### src/rtl/mult_sched.sv
// mult_sched: arbitrates two issue lanes onto one 32x32 shift-add multiplier,
// owns HI/LO and raises per-lane stalls for multiplier and HI/LO hazards.
module mult_sched (
    input  logic        clk,
    input  logic        reset,
    input  logic        start0,
    input  logic        start1,
    input  logic        sgn0,
    input  logic        sgn1,
    input  logic [31:0] a0,
    input  logic [31:0] b0,
    input  logic [31:0] a1,
    input  logic [31:0] b1,
    input  logic        rdhl0,
    input  logic        rdhl1,
    output logic        grant0,
    output logic        grant1,
    output logic        stall0,
    output logic        stall1,
    output logic        busy,
    output logic        prodv,
    output logic        owner,
    output logic [31:0] hi,
    output logic [31:0] lo
);
    localparam logic [1:0] IDLE = 2'd0, RUN = 2'd1, DONE = 2'd2;
    logic [1:0]  state;
    logic [31:0] mcand, mplier, xa, xb;
    logic [63:0] acc, nacc;
    logic [32:0] sum;
    logic [4:0]  cnt;
    logic        neg, run, xs;
    assign run    = state == RUN;
    assign grant0 = start0 & ~run;
    assign grant1 = start1 & ~start0 & ~run;
    // lane 0 is older, so a lane-1 accept never hides HI/LO from a lane-0 read
    assign stall0 = (start0 & ~grant0) | (rdhl0 & busy);
    assign stall1 = (start1 & ~grant1) | (rdhl1 & (busy | grant0));
    assign xs     = grant1 ? sgn1 : sgn0;
    assign xa     = grant1 ? a1 : a0;
    assign xb     = grant1 ? b1 : b0;
    assign sum    = {1'b0, acc[63:32]} + (mplier[0] ? {1'b0, mcand} : 33'd0);
    assign nacc   = {sum, acc[31:1]};
    always_ff @(posedge clk) begin
        if (reset) begin
            state  <= IDLE;
            busy   <= 1'b0;
            prodv  <= 1'b0;
            owner  <= 1'b0;
            hi     <= '0;
            lo     <= '0;
            cnt    <= '0;
            acc    <= '0;
            mcand  <= '0;
            mplier <= '0;
            neg    <= 1'b0;
        end else if (grant0 | grant1) begin
            state  <= RUN;
            busy   <= 1'b1;
            prodv  <= 1'b0;
            owner  <= grant1;
            cnt    <= '0;
            acc    <= '0;
            mcand  <= (xs & xa[31]) ? -xa : xa;
            mplier <= (xs & xb[31]) ? -xb : xb;
            neg    <= xs & (xa[31] ^ xb[31]);
        end else if (run) begin
            acc    <= nacc;
            mplier <= mplier >> 1;
            cnt    <= cnt + 5'd1;
            if (cnt == 5'd31) begin
                {hi, lo} <= neg ? -nacc : nacc;
                prodv    <= 1'b1;
                busy     <= 1'b0;
                state    <= DONE;
            end
        end
    end
endmodule

### config.mk
export PLATFORM = sky130hd
export DESIGN_NAME = mult_sched
export DESIGN_NICKNAME = d
export VERILOG_FILES = /design/src/rtl/mult_sched.sv
export SDC_FILE = /design/constraint.sdc
export NUM_CORES = 1
export LEC_CHECK = 0
export CORE_ASPECT_RATIO = 0.9
export CORE_MARGIN = 2
export CORE_UTILIZATION = 50
export DETAILED_ROUTE_END_ITERATION = 10
export DONT_BUFFER_PORTS = 1
export GPL_TIMING_DRIVEN = 1
export PLACE_DENSITY = 0.71
export RECOVER_POWER = 25
export SLEW_MARGIN = 5
export SYNTH_ARGS = -nofsm -noshare
export SYNTH_HDL_FRONTEND = slang
export SYNTH_SLANG_ARGS = --single-unit
### constraint.sdc
create_clock -name clk -period 5.6 [get_ports clk]
set_input_delay 1.12 -clock clk [delete_from_list [all_inputs] [get_ports clk]]
set_output_delay 1.12 -clock clk [all_outputs]
set_load 0.03 [all_outputs]
Figure 1. The metal 1 layer (run 1).
Scale bar: 50 um. Supply wires on this layer in gray.
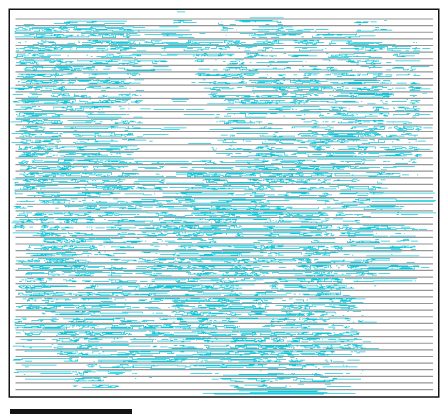
longest straight run = 62.6 um
nets with wire on the layer = 1725
wire length on this layer = 18300 um
share of all routed wire = 48%

Figure 2. Met2 routing (run 1).
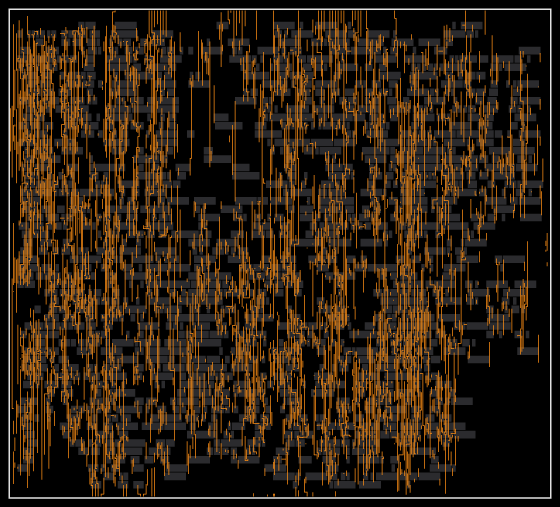
longest straight run = 75.1 um
share of all routed wire = 42%
nets with wire on the layer = 1416
wire length on this layer = 15900 um
Post-Route WL: 37800 um
routed vias: 12400
met2 usage: 38.3%

==> changes_impl.md, run 1 <==
### Implementation results

* Status: finished, violations left
* Failing checks: max-capacitance violations, max-slew violations
* Seq share, synth at 30.1%
* Clk power at 1350 uW
* Final hold slack at 450 ps
* P_sw at 1050 uW
* Worst-Skew Late Latency at 450 ps
* Hold crit path type: register to register
* Root buffer cell: clkbuf_16
* Largest fanout on the critical path at 33
* Combinational Power Share at 16.9%
* RSZ-0062 raised after global routing: false
* Slowest-stage cell, CP: dfxtp_1
* Clock skew at 15.8 ps
* ANT nets after route at 0
* Critical path launch point: mplier[0]
* Setup violators final at 0
* Delay of the slowest critical-path stage at 870 ps
* Layout clock area frac at 4.66%
* Hold_sp: mcand[9]
* Synthesis area per yosys at 13300 um2
* Worst Hold Endpoint: mcand[9]
* Dpl cell area at 13400 um2
* Reg power frac at 44.0%
* Max Slew Vio Count at 28
* Post-cts sizing count at 0
* Post-synth ARST share at 0%
* Global Route Usage Sum at 26.5%
* Buf+Inv Stages, Crit Path at 0
* Max-Cap Viols at 1
* Crit path kind: register to register
* CTS Buffer Depth at 2
* Placer Congestion at 0.952
* Number of global-route vias before repair at 11400
* Least-Margin Pin Slew at 1890 ps
* Commonest flop: dfxtp_1
* Switching share of power at 30.5%
* Drt pass-1 iters at 5
* Mi-comb count at 1377
* Syn. warnings at 0
* Core area at 26100 um2
* Syn_area_per_cell at 7.73 um2
Figure 3. Signal wires on met3 (run 1).
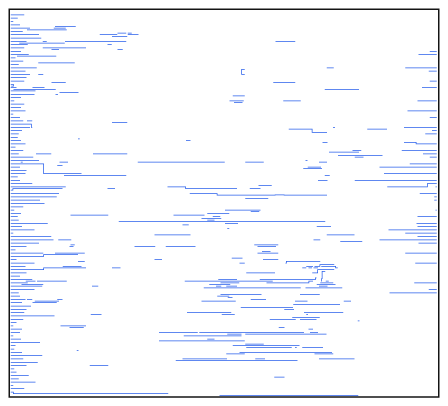
longest straight run = 84.6 um
share of all routed wire = 7.9%

[run 1: kinds of logic after synthesis]
group | share of synthesized area, %
simple gates | 23.2
flops | 30.1
compound gates | 25.2
xor+xnor | 8.43
fa+ha+maj | 3.63
buf+inv | 4.53
mux | 4.91
[run 1: placed cells by master, fill, tap and decap left out, types with 30 or more instances in the layout]
master and instances:
dfxtp_1 199, nand2_1 240, a211oi_1 60, xnor2_1 55
a21oi_1 181, and2_1 40, o21ai_0 69, mux2i_1 63
xor2_1 73, nor3_1 56, nor2_1 130, ha_1 37
a22oi_1 30
[run 1: worst min-delay path, stage by stage, from the launching register on]
cell and delay (ps):
dfxtp_1 310, nand2_1 50, a21oi_1 50
[run 1: layer usage]
layer,global-route usage [%],wire (um)
met2,38.3,15900
met5,0,0
met1,39.5,18300
met3,5.89,2990
met4,6.80,591
==> run 2: changes to the inputs <==
--- a/config.mk
+++ b/config.mk
@@ -5,6 +5,7 @@
 export SDC_FILE = /design/constraint.sdc
 export NUM_CORES = 1
 export LEC_CHECK = 0
+export ABC_CLOCK_PERIOD_IN_PS = 5600
 export CORE_ASPECT_RATIO = 0.9
 export CORE_MARGIN = 2
 export CORE_UTILIZATION = 50
Figure 4. Met2 routing (run 2).
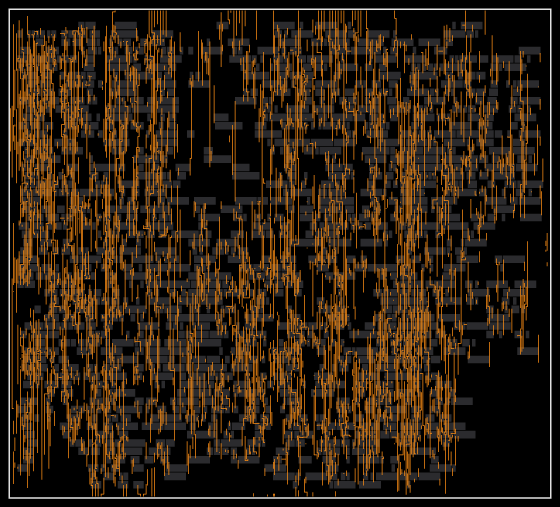

Figure 5. Routing congestion (run 2).
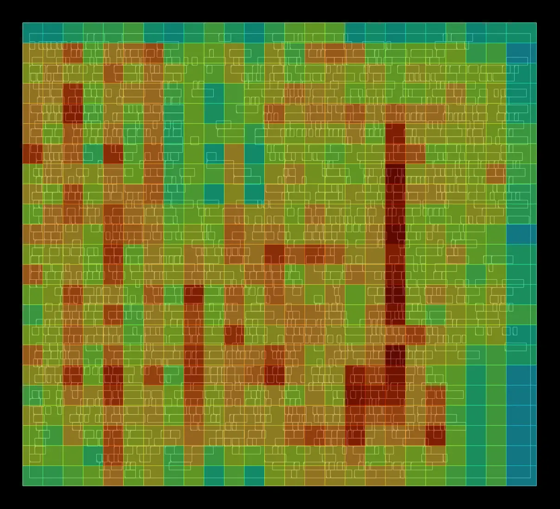
global routing's busiest layer: met1
GR Util met3: 5.89%

==> run 2 against run 1 <==
Non-clock buffer count unchanged. Synthesized area unchanged. Power did not move. The flow still finishes with violations (max-capacitance violations, max-slew violations). Synthesized cell count did not move. First-iteration DRC count did not move. Highest routed layer unchanged. Sequential share of layout area unchanged. Die area unchanged. Critical endpoint unchanged. Clock skew unchanged. Wire length is the same.
==> changes_impl.md, run 2 <==
### Implementation results

* Largest fanout on the critical path at 33 (unchanged)
* Root buffer cell: clkbuf_16
* Clock skew at 15.8 ps (unchanged)
* Yosys reg bits at 200
* Setup violators final at 0 (unchanged)
* Syn_area_per_cell at 7.73 um2 (unchanged)
* Synth mux share at 4.91% (unchanged)
* Yosys simple share at 23.2% (unchanged)
* Commonest flop: dfxtp_1
* Post-Route WL at 37800 um (unchanged)
* Critical path launch point: mplier[0]
* Yosys xor share at 8.43% (unchanged)
* Layout clock area frac at 4.66% (unchanged)
* Dpl cell area at 13400 um2 (unchanged)
* Top logic cell by instance count in the layout: nand2_1
* Delay of the slowest critical-path stage at 870 ps (about the same)
* Routed vias at 12400 (unchanged)
* Least-Margin Pin Slew at 1890 ps (unchanged)
* Adder Share, Synth at 3.63% (unchanged)
* Number of global-route vias before repair at 11400 (unchanged)
* Crit path kind: register to register
* Top cells excl fill/tap: 240 x nand2_1, 199 x dfxtp_1, 181 x a21oi_1, 130 x nor2_1, 73 x xor2_1
* Buf+Inv Stages, Crit Path at 0 (unchanged)
* Slowest-stage cell, CP: dfxtp_1
* Hold_sp: mcand[9]
* Max-Cap Viols at 1 (unchanged)
* Status: finished, violations left
* Max Slew Vio Count at 28 (unchanged)
* Synthesis area per yosys at 13300 um2 (unchanged)
* Failing checks: max-capacitance violations, max-slew violations
* Comb area share at 62.3%
* CTS Buffer Depth at 2 (unchanged)
* Drt pass-1 iters at 5 (unchanged)
* Core area at 26100 um2 (unchanged)
* ANT nets after route at 0 (unchanged)
* PnR Total Power at 3450 uW
* Post-synth ARST share at 0% (unchanged)
* Seq share, synth at 30.1% (unchanged)
* Global Route Usage Sum at 26.5% (unchanged)
* Area Overhead vs Synth at 5.26%
* Clk slew on worst S/H paths at 80 ps
* Worst-Skew Late Latency at 450 ps (about the same)
* RSZ-0062 raised after global routing: false
* Hold crit path type: register to register
* Mi-comb count at 1377 (unchanged)
* Final hold slack at 450 ps (unchanged)
* Largest logic family: AND-OR/OR-AND gates
* DRC viols at 0
Figure 6. Signal wires on met4 (run 2).
Supply wires on this layer in gray.
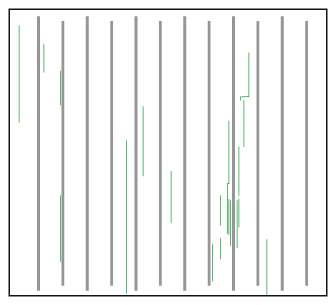
main direction = vertical
nets with wire on the layer = 15

-- run 2: report_power, final --
group / internal [uW] / leakage (uW) / switching (uW)
Sequential: 1480 / 0.00162 / 41.5
Clock: 708 / 0.000317 / 641
Combinational: 212 / 0.00302 / 371
Total: 2400 / 0.00496 / 1050
-- run 2: worst paths after layout --
kind	endpoint	slack, ps	cells after the start
max	hi[28]	800	12
min	mcand[9]	450	2
min reg2reg	mcand[9]	450	2
max reg2reg	hi[28]	800	12
-- run 2: routing by layer --
layer / track usage, % / vias to the layer above / share of wire (%)
li1: - / 6088 / -
met1: 39.5 / 5759 / 48
met2: 38.3 / 511 / 42
met3: 5.89 / 42 / 7.9
met4: 6.80 / 0 / 1.6
met5: 0 / - / 0
==> run 3: changes to the inputs <==
--- a/config.mk
+++ b/config.mk
@@ -5,14 +5,14 @@
 export SDC_FILE = /design/constraint.sdc
 export NUM_CORES = 1
 export LEC_CHECK = 0
-export ABC_CLOCK_PERIOD_IN_PS = 5600
+export ABC_CLOCK_PERIOD_IN_PS = 6100
 export CORE_ASPECT_RATIO = 0.9
 export CORE_MARGIN = 2
 export CORE_UTILIZATION = 50
 export DETAILED_ROUTE_END_ITERATION = 10
 export DONT_BUFFER_PORTS = 1
 export GPL_TIMING_DRIVEN = 1
-export PLACE_DENSITY = 0.71
+export PLACE_DENSITY = 0.68
 export RECOVER_POWER = 25
 export SLEW_MARGIN = 5
 export SYNTH_ARGS = -nofsm -noshare
==> constraint.sdc (replaced) <==
create_clock -name clk -period 6.1 [get_ports clk]
set_input_delay 1.22 -clock clk [delete_from_list [all_inputs] [get_ports clk]]
set_output_delay 1.22 -clock clk [all_outputs]
set_load 0.03 [all_outputs]
Figure 7. Signal wires on met4 (run 3).
Supply wires on this layer in gray.
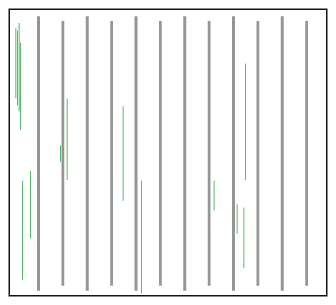
main direction = vertical
wire length on this layer = 569 um

Figure 8. Routing congestion (run 3).
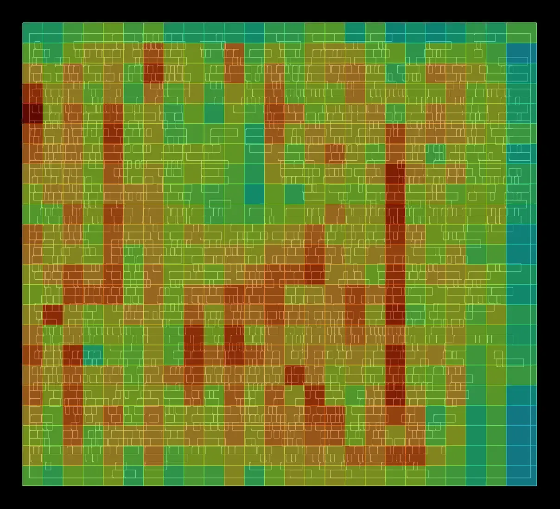
GR Util met3: 5.20%
met2 usage: 37.6%

==> run 3 against run 2 <==
The flow still finishes with violations (max-capacitance violations, max-slew violations). Die area is the same. Cell count decreased by 0.10%. Sequential cell count stayed put. Largest power group unchanged. Synthesized area did not move. Global-route usage barely moved. Critical endpoint is now hi[31]. Combinational power shrank 8.0%.
==> changes_impl.md, run 3 <==
### Implementation results

* Least-Margin Pin Slew at 2020 ps (+129 ps)
* Number of global-route vias before repair at 11100 (-2.5%)
* Adder Share, Synth at 3.63% (unchanged)
* Hold_sp: mcand[11]
* Synth mux share at 4.91% (unchanged)
* Yosys simple share at 23.2% (unchanged)
* Setup violators final at 0 (unchanged)
* Worst-Skew Late Latency at 450 ps (about the same)
* Reg2reg setup slack at 1410 ps (+610 ps)
* Delay of the slowest critical-path stage at 900 ps (+30 ps)
* Failing checks: max-capacitance violations, max-slew violations
* Dpl cell area at 13400 um2 (-0.11%)
* Max-Cap Viols at 1 (unchanged)
* Drt pass-1 iters at 5 (unchanged)
* CTS Buffer Depth at 2 (unchanged)
* Routed vias at 12300 (-1.0%)
* Core area at 26100 um2 (unchanged)
* Crit path kind: register to register
* DRC viols at 0 (unchanged)
* Global routing's busiest layer: met1
* Highest metal used: met4
* Buf+Inv Stages, Crit Path at 0 (unchanged)
* Clk slew on worst S/H paths at 80 ps (about the same)
* Status: finished, violations left
* Hold path depth at 2 (unchanged)
* Largest logic family: AND-OR/OR-AND gates
* Max Slew Vio Count at 41 (+46%)
* Final hold slack at 449 ps (-1.27 ps)
* Slowest-stage cell, CP: dfxtp_1
* R2R Path End: hi[31]
* Area Overhead vs Synth at 5.12%
* Top logic cell by instance count in the layout: nand2_1
* Met3 WL at 3000 um (+0.20%)
* Yosys xor share at 8.43% (unchanged)
* Worst Hold Endpoint: mcand[11]
* Yosys reg bits at 200 (unchanged)
* Global Route Usage Sum at 26.5% (about the same)
* Logic depth of the worst setup path including buffers at 11 (-1)
* Post-synth ARST share at 0% (unchanged)
* ANT nets after route at 0 (unchanged)
* Commonest flop: dfxtp_1
* Synthesis area per yosys at 13300 um2 (unchanged)
* Top cells excl fill/tap: 240 x nand2_1, 199 x dfxtp_1, 180 x a21oi_1, 130 x nor2_1, 73 x xor2_1
* PnR Total Power at 3150 uW (-8.7%)
* Worst R2R Path Depth at 11 (-1)
Figure 9. Met2 routing (run 3).
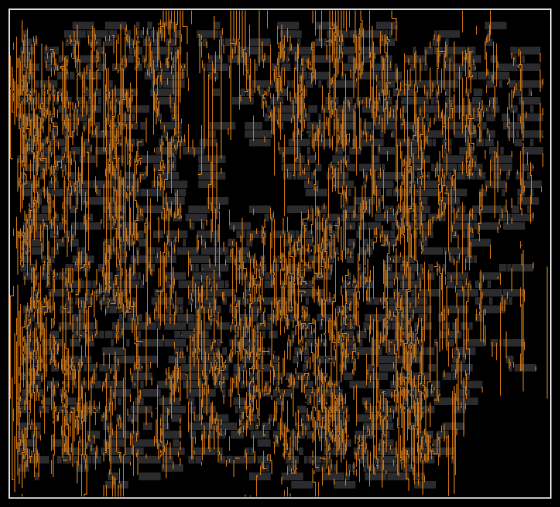
main direction = vertical
share of all routed wire = 41%
nets with wire on the layer = 1390

## run 3: how the worst max path moves through the flow
| stage | startpoint | to | slack [ps] |
|---|---|---|---|
| after CTS | mplier[0] | hi[31] | 1420 |
| after global routing | mplier[0] | hi[31] | 960 |
| after detailed placement | start0 | mcand[26] | 1400 |
| after floorplan | start0 | mcand[26] | 380 |
| final | mplier[0] | hi[31] | 1410 |
| after global placement | start0 | mcand[26] | 1560 |
## run 3: cell type report
type                    count  area (um2)
clock buffers              17         425
clock inverters            15         219
fillers                  2509       12200
inverters                  19        73.8
multi-input cells        1377        8720
flip-flops and latches    200        4010
well taps                 348         435
repair buffers             14         101
## run 3: power breakdown
group | total (uW) | internal (uW) | switching [uW]
Combinational | 537 | 194 | 342
Sequential | 1390 | 1360 | 38.8
Clock | 1220 | 582 | 638
Total | 3150 | 2130 | 1020
No activity file was given, so power comes from the tool's default toggle rates.
